Fig. 1: run 1, met1 routing
The bar under the picture is 20 um long.
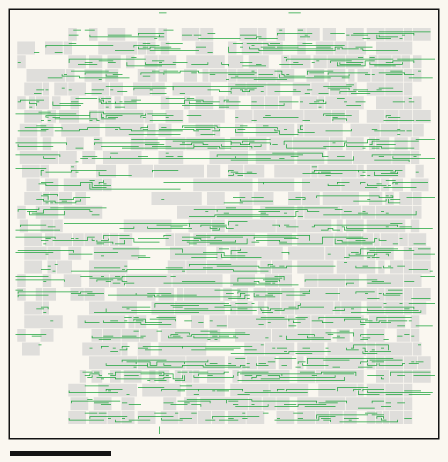
Fig. 2: run 1, signal wires on met2
The bar under the picture is 20 um long.
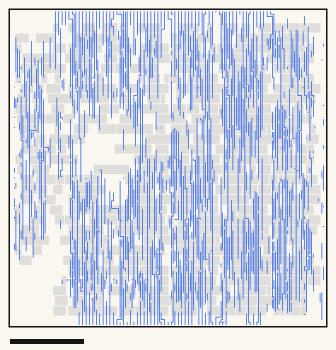
Fig. 3: run 1, M3 wires
The bar under the picture is 20 um long.
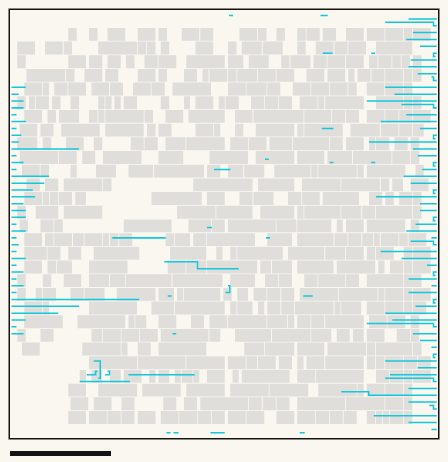
--- src/rtl/ram_arbiter_if.sv ---
// Bus bundle between the two core masters (fetch m0, load/store m1) and the
// single-port RAM, as seen by the arbiter (slave) and by its users (master).
interface ram_arbiter_if #(
    parameter int DATA_WIDTH = 32,
    parameter int ADDR_WIDTH = 12
);
    localparam int NUM_BYTES = DATA_WIDTH / 8;

    // Fetch master (read-only)
    logic                  i_m0_req;
    logic [ADDR_WIDTH-1:0] i_m0_addr;
    logic                  o_m0_gnt;
    logic                  o_m0_rvalid;
    logic [DATA_WIDTH-1:0] o_m0_rdata;

    // Load/store master
    logic                  i_m1_req;
    logic                  i_m1_we;
    logic [NUM_BYTES-1:0]  i_m1_be;
    logic [ADDR_WIDTH-1:0] i_m1_addr;
    logic [DATA_WIDTH-1:0] i_m1_wdata;
    logic                  o_m1_gnt;
    logic                  o_m1_rvalid;
    logic [DATA_WIDTH-1:0] o_m1_rdata;

    // RAM side
    logic                  o_ram_we;
    logic [ADDR_WIDTH-1:0] o_ram_addr;
    logic [DATA_WIDTH-1:0] o_ram_wrdata;
    logic [DATA_WIDTH-1:0] i_ram_rdata;

    // Arbiter view
    modport slave (
        input  i_m0_req, i_m0_addr,
        output o_m0_gnt, o_m0_rvalid, o_m0_rdata,
        input  i_m1_req, i_m1_we, i_m1_be, i_m1_addr, i_m1_wdata,
        output o_m1_gnt, o_m1_rvalid, o_m1_rdata,
        output o_ram_we, o_ram_addr, o_ram_wrdata,
        input  i_ram_rdata
    );

    // Core/RAM view
    modport master (
        output i_m0_req, i_m0_addr,
        input  o_m0_gnt, o_m0_rvalid, o_m0_rdata,
        output i_m1_req, i_m1_we, i_m1_be, i_m1_addr, i_m1_wdata,
        input  o_m1_gnt, o_m1_rvalid, o_m1_rdata,
        input  o_ram_we, o_ram_addr, o_ram_wrdata,
        output i_ram_rdata
    );
endinterface

--- src/rtl/ram_arbiter.sv ---
// Two-master round-robin arbiter for a single-port synchronous RAM.
// m0 fetches, m1 loads/stores; partial-word stores become a read followed
// by a merged full-word write. Grants and RAM controls are combinational so
// an access is issued in the same cycle it is granted.
module ram_arbiter #(
    parameter int DATA_WIDTH = 32,
    parameter int ADDR_WIDTH = 12
) (
    input  logic          i_clk,
    input  logic          i_rst_n,
    ram_arbiter_if.slave  bus
);
    localparam int NUM_BYTES = DATA_WIDTH / 8;

    typedef enum logic [0:0] {
        ST_IDLE   = 1'b0,
        ST_RMW_WR = 1'b1
    } state_t;

    state_t                state_q, state_d;
    logic                  last_gnt_q, last_gnt_d;     // 0 = m0, 1 = m1
    logic [1:0]            rd_pending_q, rd_pending_d; // [0] = m0, [1] = m1

    logic                  m1_wins_s;
    logic                  be_full_s;
    logic                  be_none_s;
    logic                  m0_gnt_s;
    logic                  m1_gnt_s;
    logic                  ram_we_s;
    logic [ADDR_WIDTH-1:0] ram_addr_s;
    logic [DATA_WIDTH-1:0] ram_wrdata_s;

    // Byte-lane merge: enabled lanes from the store data, the rest from the
    // word just read back from the RAM.
    function automatic logic [DATA_WIDTH-1:0] merge_bytes(
        input logic [DATA_WIDTH-1:0] new_word,
        input logic [DATA_WIDTH-1:0] old_word,
        input logic [NUM_BYTES-1:0]  be
    );
        logic [DATA_WIDTH-1:0] merged;
        merged = '0;
        for (int k = 0; k < NUM_BYTES; k++) begin
            merged[k*8 +: 8] = be[k] ? new_word[k*8 +: 8] : old_word[k*8 +: 8];
        end
        return merged;
    endfunction

    // m1 takes a tie only when m0 had the previous grant.
    assign m1_wins_s = bus.i_m1_req & (~bus.i_m0_req | ~last_gnt_q);
    assign be_full_s = &bus.i_m1_be;
    assign be_none_s = ~|bus.i_m1_be;

    // Arbitration, RAM command generation and next-state logic.
    always_comb begin
        state_d      = state_q;
        last_gnt_d   = last_gnt_q;
        rd_pending_d = 2'b00;
        m0_gnt_s     = 1'b0;
        m1_gnt_s     = 1'b0;
        ram_we_s     = 1'b0;
        ram_addr_s   = '0;
        ram_wrdata_s = '0;

        if (!i_rst_n) begin
            // Keep the RAM quiet while reset is held, even mid read-modify-write.
            state_d = ST_IDLE;
        end else begin
            case (state_q)
                ST_IDLE: begin
                    if (m1_wins_s) begin
                        ram_addr_s = bus.i_m1_addr;
                        if (!bus.i_m1_we) begin
                            m1_gnt_s        = 1'b1;
                            last_gnt_d      = 1'b1;
                            rd_pending_d[1] = 1'b1;
                        end else if (be_full_s) begin
                            m1_gnt_s     = 1'b1;
                            ram_we_s     = 1'b1;
                            ram_wrdata_s = bus.i_m1_wdata;
                            last_gnt_d   = 1'b1;
                        end else if (be_none_s) begin
                            // Nothing to write: accept without touching the RAM.
                            m1_gnt_s   = 1'b1;
                            last_gnt_d = 1'b1;
                        end else begin
                            // Partial store: read the old word first, no grant yet.
                            state_d = ST_RMW_WR;
                        end
                    end else if (bus.i_m0_req) begin
                        m0_gnt_s        = 1'b1;
                        ram_addr_s      = bus.i_m0_addr;
                        last_gnt_d      = 1'b0;
                        rd_pending_d[0] = 1'b1;
                    end else begin
                        state_d = ST_IDLE;
                    end
                end

                ST_RMW_WR: begin
                    if (bus.i_m1_req) begin
                        m1_gnt_s     = 1'b1;
                        ram_we_s     = 1'b1;
                        ram_addr_s   = bus.i_m1_addr;
                        ram_wrdata_s = merge_bytes(bus.i_m1_wdata, bus.i_ram_rdata,
                                                   bus.i_m1_be);
                        last_gnt_d   = 1'b1;
                    end else begin
                        // Request withdrawn mid-sequence: abandon the write.
                        m1_gnt_s = 1'b0;
                    end
                    state_d = ST_IDLE;
                end

                default: begin
                    state_d = ST_IDLE;
                end
            endcase
        end
    end

    // State, round-robin pointer and read-pending flags.
    always_ff @(posedge i_clk or negedge i_rst_n) begin
        if (!i_rst_n) begin
            state_q      <= ST_IDLE;
            last_gnt_q   <= 1'b0;
            rd_pending_q <= 2'b00;
        end else begin
            state_q      <= state_d;
            last_gnt_q   <= last_gnt_d;
            rd_pending_q <= rd_pending_d;
        end
    end

    assign bus.o_m0_gnt     = m0_gnt_s;
    assign bus.o_m1_gnt     = m1_gnt_s;
    assign bus.o_m0_rvalid  = rd_pending_q[0];
    assign bus.o_m1_rvalid  = rd_pending_q[1];
    assign bus.o_m0_rdata   = bus.i_ram_rdata;
    assign bus.o_m1_rdata   = bus.i_ram_rdata;
    assign bus.o_ram_we     = ram_we_s;
    assign bus.o_ram_addr   = ram_addr_s;
    assign bus.o_ram_wrdata = ram_wrdata_s;

endmodule

--- src/flat_wrapper.sv ---
// flat-port wrapper written by rule: the top's interface ports become plain ports
module ram_arbiter_flat 
#(
    parameter int DATA_WIDTH = 32,
    parameter int ADDR_WIDTH = 12
)
  (i_clk, i_rst_n, bus_i_m0_req, bus_i_m0_addr, bus_o_m0_gnt, bus_o_m0_rvalid, bus_o_m0_rdata, bus_i_m1_req, bus_i_m1_we, bus_i_m1_be, bus_i_m1_addr, bus_i_m1_wdata, bus_o_m1_gnt, bus_o_m1_rvalid, bus_o_m1_rdata, bus_o_ram_we, bus_o_ram_addr, bus_o_ram_wrdata, bus_i_ram_rdata);
  ram_arbiter_if #(.DATA_WIDTH(DATA_WIDTH), .ADDR_WIDTH(ADDR_WIDTH)) bus_i ();
  input  logic i_clk;
  input  logic i_rst_n;
  input wire logic [$bits(bus_i.i_m0_req)-1:0] bus_i_m0_req;
  input wire logic [$bits(bus_i.i_m0_addr)-1:0] bus_i_m0_addr;
  output wire logic [$bits(bus_i.o_m0_gnt)-1:0] bus_o_m0_gnt;
  output wire logic [$bits(bus_i.o_m0_rvalid)-1:0] bus_o_m0_rvalid;
  output wire logic [$bits(bus_i.o_m0_rdata)-1:0] bus_o_m0_rdata;
  input wire logic [$bits(bus_i.i_m1_req)-1:0] bus_i_m1_req;
  input wire logic [$bits(bus_i.i_m1_we)-1:0] bus_i_m1_we;
  input wire logic [$bits(bus_i.i_m1_be)-1:0] bus_i_m1_be;
  input wire logic [$bits(bus_i.i_m1_addr)-1:0] bus_i_m1_addr;
  input wire logic [$bits(bus_i.i_m1_wdata)-1:0] bus_i_m1_wdata;
  output wire logic [$bits(bus_i.o_m1_gnt)-1:0] bus_o_m1_gnt;
  output wire logic [$bits(bus_i.o_m1_rvalid)-1:0] bus_o_m1_rvalid;
  output wire logic [$bits(bus_i.o_m1_rdata)-1:0] bus_o_m1_rdata;
  output wire logic [$bits(bus_i.o_ram_we)-1:0] bus_o_ram_we;
  output wire logic [$bits(bus_i.o_ram_addr)-1:0] bus_o_ram_addr;
  output wire logic [$bits(bus_i.o_ram_wrdata)-1:0] bus_o_ram_wrdata;
  input wire logic [$bits(bus_i.i_ram_rdata)-1:0] bus_i_ram_rdata;
  assign bus_i.i_m0_req = bus_i_m0_req;
  assign bus_i.i_m0_addr = bus_i_m0_addr;
  assign bus_o_m0_gnt = bus_i.o_m0_gnt;
  assign bus_o_m0_rvalid = bus_i.o_m0_rvalid;
  assign bus_o_m0_rdata = bus_i.o_m0_rdata;
  assign bus_i.i_m1_req = bus_i_m1_req;
  assign bus_i.i_m1_we = bus_i_m1_we;
  assign bus_i.i_m1_be = bus_i_m1_be;
  assign bus_i.i_m1_addr = bus_i_m1_addr;
  assign bus_i.i_m1_wdata = bus_i_m1_wdata;
  assign bus_o_m1_gnt = bus_i.o_m1_gnt;
  assign bus_o_m1_rvalid = bus_i.o_m1_rvalid;
  assign bus_o_m1_rdata = bus_i.o_m1_rdata;
  assign bus_o_ram_we = bus_i.o_ram_we;
  assign bus_o_ram_addr = bus_i.o_ram_addr;
  assign bus_o_ram_wrdata = bus_i.o_ram_wrdata;
  assign bus_i.i_ram_rdata = bus_i_ram_rdata;
  ram_arbiter #(.DATA_WIDTH(DATA_WIDTH), .ADDR_WIDTH(ADDR_WIDTH)) u_core (.i_clk(i_clk), .i_rst_n(i_rst_n), .bus(bus_i));
endmodule
--- config.mk ---
export PLATFORM = sky130hd
export DESIGN_NAME = ram_arbiter_flat
export DESIGN_NICKNAME = d
export VERILOG_FILES = /design/src/rtl/ram_arbiter_if.sv /design/src/rtl/ram_arbiter.sv /design/src/flat_wrapper.sv
export SDC_FILE = /design/constraint.sdc
export NUM_CORES = 1
export LEC_CHECK = 0
export CORE_UTILIZATION = 25
export CTS_BUF_LIST = sky130_fd_sc_hd__clkbuf_2
export CTS_CLUSTER_DIAMETER = 80
export DETAILED_ROUTE_END_ITERATION = 8
export PLACE_DENSITY = 0.8
export SYNTH_ARGS = -nofsm -noshare
export SYNTH_HDL_FRONTEND = slang
export SYNTH_SLANG_ARGS = --single-unit
--- constraint.sdc ---
create_clock -name i_clk -period 1.4 [get_ports i_clk]
set_input_delay 0.28 -clock i_clk [delete_from_list [all_inputs] [get_ports i_clk]]
set_output_delay 0.28 -clock i_clk [all_outputs]
set_load 0.02 [all_outputs]
==> results.py, run 1 <==
# Physical implementation metrics
metrics = {
    "power_and_ir_drop": {
        "total_leakage_power_nw": 1.94,
        "powerSeq_w": 0.000139,
        "internal_power_w": 0.00116,
        "combPwrFrac_pct": 88.3,
        "powerClk_w": 0.000116,
        "powerComb_w": 0.00192,
        "netSwitchingPower_w": 0.00102,
        "switching_share_pct": 46.6,
        "pwr_density_cell_nw_per_um2": 433,
    },
    "final_layout": {
        "syn2layout_area_growth_pct": 192,
        "register_area_um2": 101,
        "drive_gt1_share_pct": 63.0,
        "area.share.combinational_pct": 40.3,
        "largest_register_by_flop_count": "u_core.rd_pending_q",
        "reg_top3": "u_core.rd_pending_q: 2 flops, u_core.last_gnt_q: 1 flops, u_core.state_q: 1 flops",
        "non_clock_buffer_count": 298,
        "area.share.sequential_pct": 2.01,
        "final-clk-cell-share_pct": 0.298,
        "final_standard_cell_utilization_of_the_core_pct": 77.5,
        "diodes": 0,
        "biggestCellCategory": "buffers",
        "final.signal_inverter_count": 1,
        "largest_register_ff_count": 2,
        "layout.nets": 572,
        "buf_share_pct": 55.4,
    },
    "clock_network": {
        "cts_max_path_buffers": 2,
        "numClockSinks": 4,
        "clk_pin_slew_ns": 0.05,
        "holdBufCountCts": 0,
        "postCtsSetupRepairBufs": 8,
        "tritoncts": "built",
        "worst_skew_pair_later_pin_latency_ns": 0.23,
        "cts_root_buffer": "clkbuf_2",
        "h-tree-depth": 1,
    },
    "global_routing": {
        "grt_busiest_layer": "met2",
        "first_global_vias": 3008,
        "global_route_wire_length_before_repair_um": 15500,
        "met3_usage_pct": 5.45,
        "maximum_number_of_pins_on_one_net_before_global_route_repair": 22,
        "grt_overflow_total": 0,
        "number_of_antenna_violations_at_the_first_check_in_global_routing": 0,
    },
    "final_timing": {
        "worst_slack_ns": -0.576,
        "final-hold-violation-count": 0,
        "period_used_pct": 141,
        "tightest_slew_ns": 0.402,
        "timing_max_transition_violations_final": 0,
        "whs_ns": 0.350,
        "fin_worst_skew_ns": 0.00715,
        "setup-violations-final": 49,
        "layout_min_cycle_time_ns": 1.98,
    },
    "yosys": {
        "postSynthNetCount": 362,
        "synthTopLogicFamily": "simple AND/OR/NAND/NOR gates",
        "synth.mux.area_fraction_pct": 0,
        "enable_flop_cells": 0,
        "yosys-stat-cells": 265,
        "netlist-cell-type-count": 30,
        "synthAdderAreaFrac_pct": 0,
        "post_synth.cell_area_avg_um2": 6.51,
        "ys_top_cells_by_count": "65 x buf_4, 47 x nor2_1, 44 x nor4_1, 32 x nor3_1",
        "post-synth-top-area-fraction_pct": 28.3,
        "synth_cells": 265,
        "yosysTopAreaCell": "buf_4",
    },
    "place": {
        "post-place-cells": 517,
        "placement.cell_area_um2": 4550,
        "place.gp.congestion": 0.818,
        "port-buffer-count": 209,
        "dp_hpwl_um": 6970,
    },
    "die": {
        "n_tap_cell": 77,
        "overall_die_height_um": 85.1,
        "floorplan.die.width_um": 85.1,
        "row_count": 29,
        "core_area_um2": 6490,
    },
    "worst_setup_path": {
        "cp_data_required_time_ns": 1.12,
        "critical_path.top_delay_family": "buffers and inverters",
        "crit_path_max_fanout": 11,
        "cell_count_along_the_critical_path": 6,
        "crit_start": "u_core.state_q$_DFF_PN0_",
        "crit_chain": "buf_12, nor2b_4, buf_4, nor2_1, nor4_4, buf_4",
        "timing.reg2reg.setup_slack_ns": -0.21,
        "critical_path.startpoint_type": "flop",
        "worst_r2r_startpoint": "u_core.state_q$_DFF_PN0_",
        "end_kind": "output pin",
        "slowest_delay_ns": 0.39,
        "crit_slowest_cell": "dfrtp_1",
    },
    "run_status": {
        "violations": "setup timing",
        "outcome": "finished, violations left",
    },
    "drt": {
        "detail_route.wl_per_cell_um": 18.9,
        "drt_pass1_iterations": 5,
        "drt_drc_violations_left": 0,
    },
    "hold_path": {
        "min-delay-path-class": "primary input to async pin",
    },
}
About Fig. 1:
The layer carries 3800 um of wire. 480 nets have wire on it. The layer holds 37% of the routed length.
global-route track usage on met1: 28.5%
via count of the routed design: 2837
detailed-route wire length: 10400 um

About Fig. 2:
The longest straight run is 43.5 um. 540 nets have wire on it. The layer holds 56% of the routed length.
met2 Use GR: 52.4%

About Fig. 3:
The layer holds 5.2% of the routed length. The layer carries 544 um of wire. The wires run mostly horizontal.

Fig. 4: run 1, track usage over the die
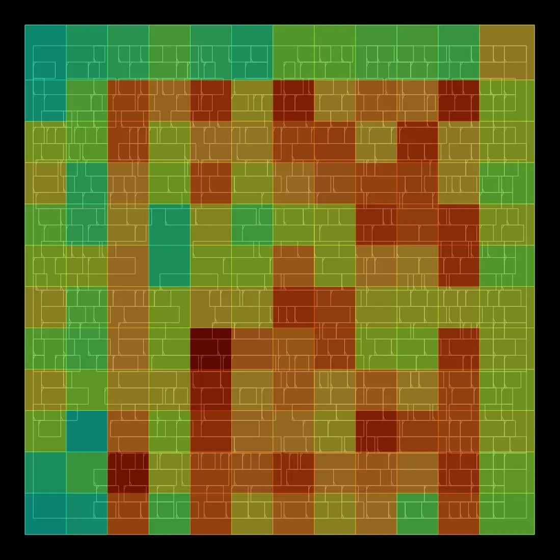

## Run 2: what changed since run 1
--- a/config.mk
+++ b/config.mk
@@ -5,11 +5,10 @@
 export SDC_FILE = /design/constraint.sdc
 export NUM_CORES = 1
 export LEC_CHECK = 0
-export CORE_UTILIZATION = 25
-export CTS_BUF_LIST = sky130_fd_sc_hd__clkbuf_2
+export CORE_UTILIZATION = 24
 export CTS_CLUSTER_DIAMETER = 80
 export DETAILED_ROUTE_END_ITERATION = 8
-export PLACE_DENSITY = 0.8
+export PLACE_DENSITY = 0.78
 export SYNTH_ARGS = -nofsm -noshare
 export SYNTH_HDL_FRONTEND = slang
 export SYNTH_SLANG_ARGS = --single-unit
Fig. 5: run 2, track usage over the die
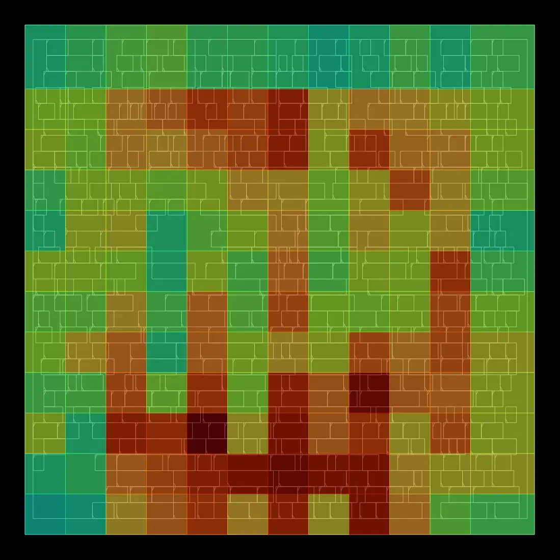
detailed-route wire length per cell: 17.7 um
GR met3 Demand/Resource: 2.95%
final standard cell utilization of the core: 74.8%
global-route track usage on met1: 27.3%

Fig. 6: run 2, signal wires on met2
The bar under the picture is 20 um long.
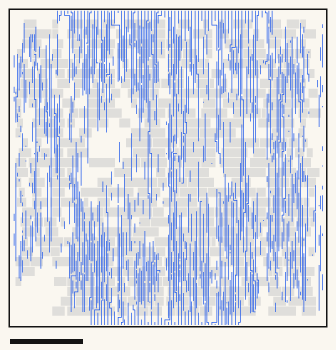
The layer carries 5560 um of wire. The longest straight run is 48.6 um. The wires run mostly vertical. The layer holds 55% of the routed length.
detailed-route wire length: 10100 um
met2 Use GR: 49.9%
via count of the routed design: 2881

==> run 2 against run 1 <==
The run still ends with setup timing left. Sequential share of layout area about the same. Global-route usage shrank 0.82 points. Maximum frequency increased by 1.5%. Synthesized cell count unchanged. Clock-buffer cell count did not move. Synthesized area is the same. Via count increased by 1.6%. Critical endpoint is now bus_o_ram_addr[1].
==> results.py, run 2 <==
# Physical implementation metrics
metrics = {
    "worst_setup_path": {
        "worst_r2r_startpoint": "u_core.state_q$_DFF_PN0_",
        "cp_data_required_time_ns": 1.12,
        "crit_path_max_fanout": 5,
        "crit_chain": "nand2b_4, buf_12, a311oi_1, buf_4, nor4_4, buf_4",
        "critical_path.startpoint_type": "flop",
        "end_kind": "output pin",
        "cell_count_along_the_critical_path": 6,
        "crit_start": "u_core.last_gnt_q$_DFFE_PN0P_",
        "slowest_delay_ns": 0.44,
        "timing.reg2reg.setup_slack_ns": -0.13,
        "critical_path.top_delay_family": "buffers and inverters",
    },
    "final_timing": {
        "maxSlewHeadroom_pct": 75.8,
        "period_used_pct": 139,
        "setup-violations-final": 50,
        "layout_min_cycle_time_ns": 1.95,
        "timing_max_transition_violations_final": 0,
        "worst_slack_ns": -0.546,
        "tightest_slew_ns": 0.360,
        "whs_ns": 0.132,
        "fin_worst_skew_ns": 0.00181,
    },
    "clock_network": {
        "h-tree-depth": 1,
        "cts_root_buffer": "clkbuf_8",
        "tritoncts": "built",
        "cts_max_path_buffers": 2,
        "holdBufCountCts": 0,
        "numClockSinks": 4,
        "postCtsSetupRepairBufs": 11,
    },
    "die": {
        "overall_die_height_um": 86.8,
        "core_area_um2": 6870,
        "floorplan.die.width_um": 86.8,
        "n_tap_cell": 96,
    },
    "yosys": {
        "post-synth-top-area-fraction_pct": 28.3,
        "synthAdderAreaFrac_pct": 0,
        "synth.cellmix.compoundShare_pct": 12.6,
        "yosys-stat-cells": 265,
        "synth.mux.area_fraction_pct": 0,
        "synth_cells": 265,
        "yosysTopAreaCell": "buf_4",
        "ys_top_cells_by_count": "65 x buf_4, 47 x nor2_1, 44 x nor4_1, 32 x nor3_1",
        "postSynthNetCount": 362,
        "post_synth.cell_area_avg_um2": 6.51,
        "synthTopLogicFamily": "simple AND/OR/NAND/NOR gates",
    },
    "power_and_ir_drop": {
        "powerComb_w": 0.00191,
        "switching_share_pct": 43.6,
        "internal_power_w": 0.00129,
        "pwr_density_cell_nw_per_um2": 445,
        "finalPower_w": 0.00229,
        "total_leakage_power_nw": 2.00,
        "netSwitchingPower_w": 0.000997,
        "powerClk_w": 0.000231,
    },
    "run_status": {
        "violations": "setup timing",
        "outcome": "finished, violations left",
    },
    "final_layout": {
        "area.share.combinational_pct": 40.2,
        "reg_top3": "u_core.rd_pending_q: 2 flops, u_core.last_gnt_q: 1 flops, u_core.state_q: 1 flops",
        "layout.nets": 574,
        "final.signal_inverter_count": 1,
        "drive_gt1_share_pct": 65.1,
        "largest_register_ff_count": 2,
        "buf_share_pct": 54.6,
        "non_clock_buffer_count": 300,
        "diodes": 1,
        "area.share.sequential_pct": 1.97,
        "syn2layout_area_growth_pct": 198,
        "largest_register_by_flop_count": "u_core.rd_pending_q",
        "register_area_um2": 101,
        "biggestCellCategory": "buffers",
        "fillers": 515,
    },
    "drt": {
        "drt_pass1_iterations": 4,
    },
    "place": {
        "dp_hpwl_um": 7320,
        "port-buffer-count": 209,
        "post-place-cells": 552,
        "placement.cell_area_um2": 4750,
        "place.gp.congestion": 0.757,
    },
    "global_routing": {
        "first_global_vias": 3037,
        "grt_overflow_total": 0,
        "number_of_antenna_violations_at_the_first_check_in_global_routing": 1,
        "grt_busiest_layer": "met2",
        "global_route_wire_length_before_repair_um": 15300,
    },
    "hold_path": {
        "min-delay-path-class": "primary input to async pin",
    },
}
Fig. 7: run 2, the metal 4 layer
The bar under the picture is 20 um long.
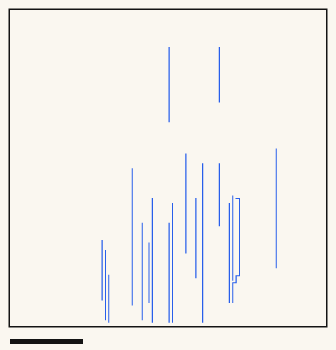
The wires run mostly vertical. The layer holds 4.8% of the routed length.

## Run 3: what changed since run 2
--- a/config.mk
+++ b/config.mk
@@ -5,8 +5,9 @@
 export SDC_FILE = /design/constraint.sdc
 export NUM_CORES = 1
 export LEC_CHECK = 0
+export ABC_AREA = 0
 export CORE_UTILIZATION = 24
-export CTS_CLUSTER_DIAMETER = 80
+export CTS_CLUSTER_DIAMETER = 150
 export DETAILED_ROUTE_END_ITERATION = 8
 export PLACE_DENSITY = 0.78
 export SYNTH_ARGS = -nofsm -noshare
Fig. 8: run 3, the metal 4 layer
The bar under the picture is 20 um long.
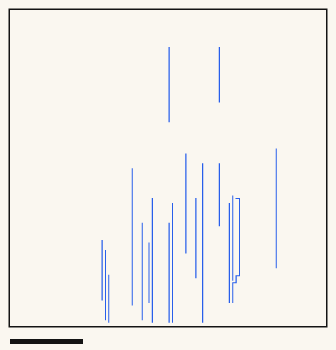
The longest straight run is 43.5 um. The wires run mostly vertical.

Fig. 9: run 3, signal wires on met2
The bar under the picture is 20 um long.
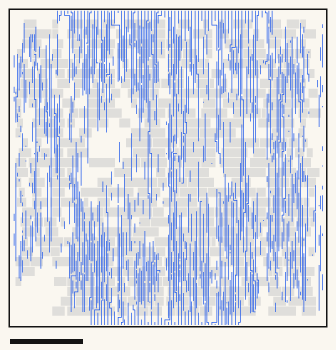
The longest straight run is 48.6 um. The wires run mostly vertical. The layer carries 5560 um of wire. 546 nets have wire on it.

Fig. 10: run 3, track usage over the die
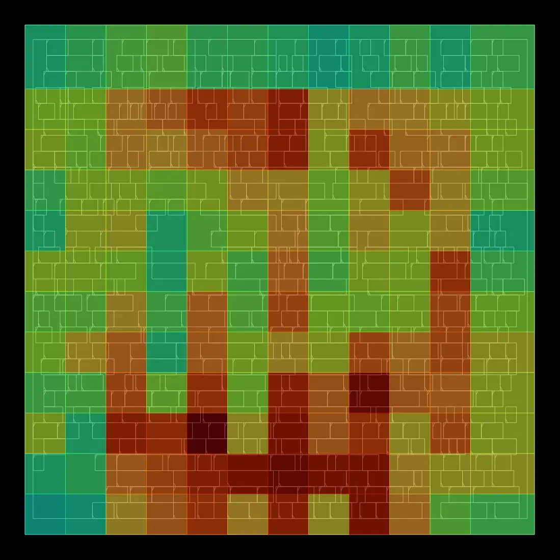
gr usage total: 25.9%
busiest grt layer: met2

==> run 3 against run 2 <==
The run still ends with setup timing left. Maximum frequency unchanged. Routed wire length did not move. Clock-buffer cell count unchanged. Sequential cell count unchanged. First-iteration DRC count did not move. Via count did not move. Critical path depth stayed put. Final cell count unchanged. Sequential power barely moved. Critical endpoint unchanged. Design area is the same.
==> results.py, run 3 <==
# Physical implementation metrics
metrics = {
    "power_and_ir_drop": {
        "pwr_density_cell_nw_per_um2": 445,
        "total_leakage_power_nw": 2.00,
        "combPwrFrac_pct": 83.6,
        "finalPower_w": 0.00229,
        "powerClk_w": 0.000231,
        "switching_share_pct": 43.6,
    },
    "global_routing": {
        "grt_overflow_total": 0,
        "grtUsageMet2_pct": 49.9,
        "global_route_wire_length_before_repair_um": 15300,
        "met3_usage_pct": 2.95,
        "global_route.usage.met1_pct": 27.3,
        "number_of_antenna_violations_at_the_first_check_in_global_routing": 1,
    },
    "final_layout": {
        "largest_register_ff_count": 2,
        "drive_gt1_share_pct": 65.1,
        "area.share.sequential_pct": 1.97,
        "layout.nets": 574,
        "final_standard_cell_utilization_of_the_core_pct": 74.8,
        "non_clock_buffer_count": 300,
        "syn2layout_area_growth_pct": 198,
        "biggestCellCategory": "buffers",
        "diodes": 1,
        "reg_top3": "u_core.rd_pending_q: 2 flops, u_core.last_gnt_q: 1 flops, u_core.state_q: 1 flops",
        "largest_register_by_flop_count": "u_core.rd_pending_q",
        "final.signal_inverter_count": 1,
        "buf_share_pct": 54.6,
    },
    "clock_network": {
        "cts_root_buffer": "clkbuf_8",
        "numClockSinks": 4,
        "postCtsSetupRepairBufs": 11,
        "clk_pin_slew_ns": 0.03,
        "tritoncts": "built",
        "cts_max_path_buffers": 2,
    },
    "final_timing": {
        "whs_ns": 0.132,
        "maxSlewHeadroom_pct": 75.8,
        "setup-violations-final": 50,
        "final-hold-violation-count": 0,
        "worst_slack_ns": -0.546,
    },
    "yosys": {
        "synth.mux.area_fraction_pct": 0,
        "synthTopLogicFamily": "simple AND/OR/NAND/NOR gates",
        "synthAdderAreaFrac_pct": 0,
        "synth.cellmix.compoundShare_pct": 12.6,
        "post_synth.cell_area_avg_um2": 6.51,
        "yosysTopAreaCell": "buf_4",
        "yosys-stat-cells": 265,
        "ys_top_cells_by_count": "65 x buf_4, 47 x nor2_1, 44 x nor4_1, 32 x nor3_1",
        "synth_cells": 265,
        "post-synth-top-area-fraction_pct": 28.3,
    },
    "drt": {
        "detail_route.wirelength_um": 10100,
        "detail_route.wl_per_cell_um": 17.7,
        "drt_drc_violations_left": 0,
    },
    "worst_setup_path": {
        "end_kind": "output pin",
        "timing.reg2reg.setup_slack_ns": -0.13,
        "cell_count_along_the_critical_path": 6,
        "crit_path_max_fanout": 5,
        "critical_path.startpoint_type": "flop",
        "slowest_delay_ns": 0.44,
    },
    "run_status": {
        "violations": "setup timing",
        "outcome": "finished, violations left",
    },
    "die": {
        "floorplan.die.width_um": 86.8,
        "overall_die_height_um": 86.8,
        "core_area_um2": 6870,
        "row_count": 30,
    },
    "place": {
        "post-place-cells": 552,
        "dp_hpwl_um": 7320,
    },
}
Power is estimated from default activity; no workload was simulated.
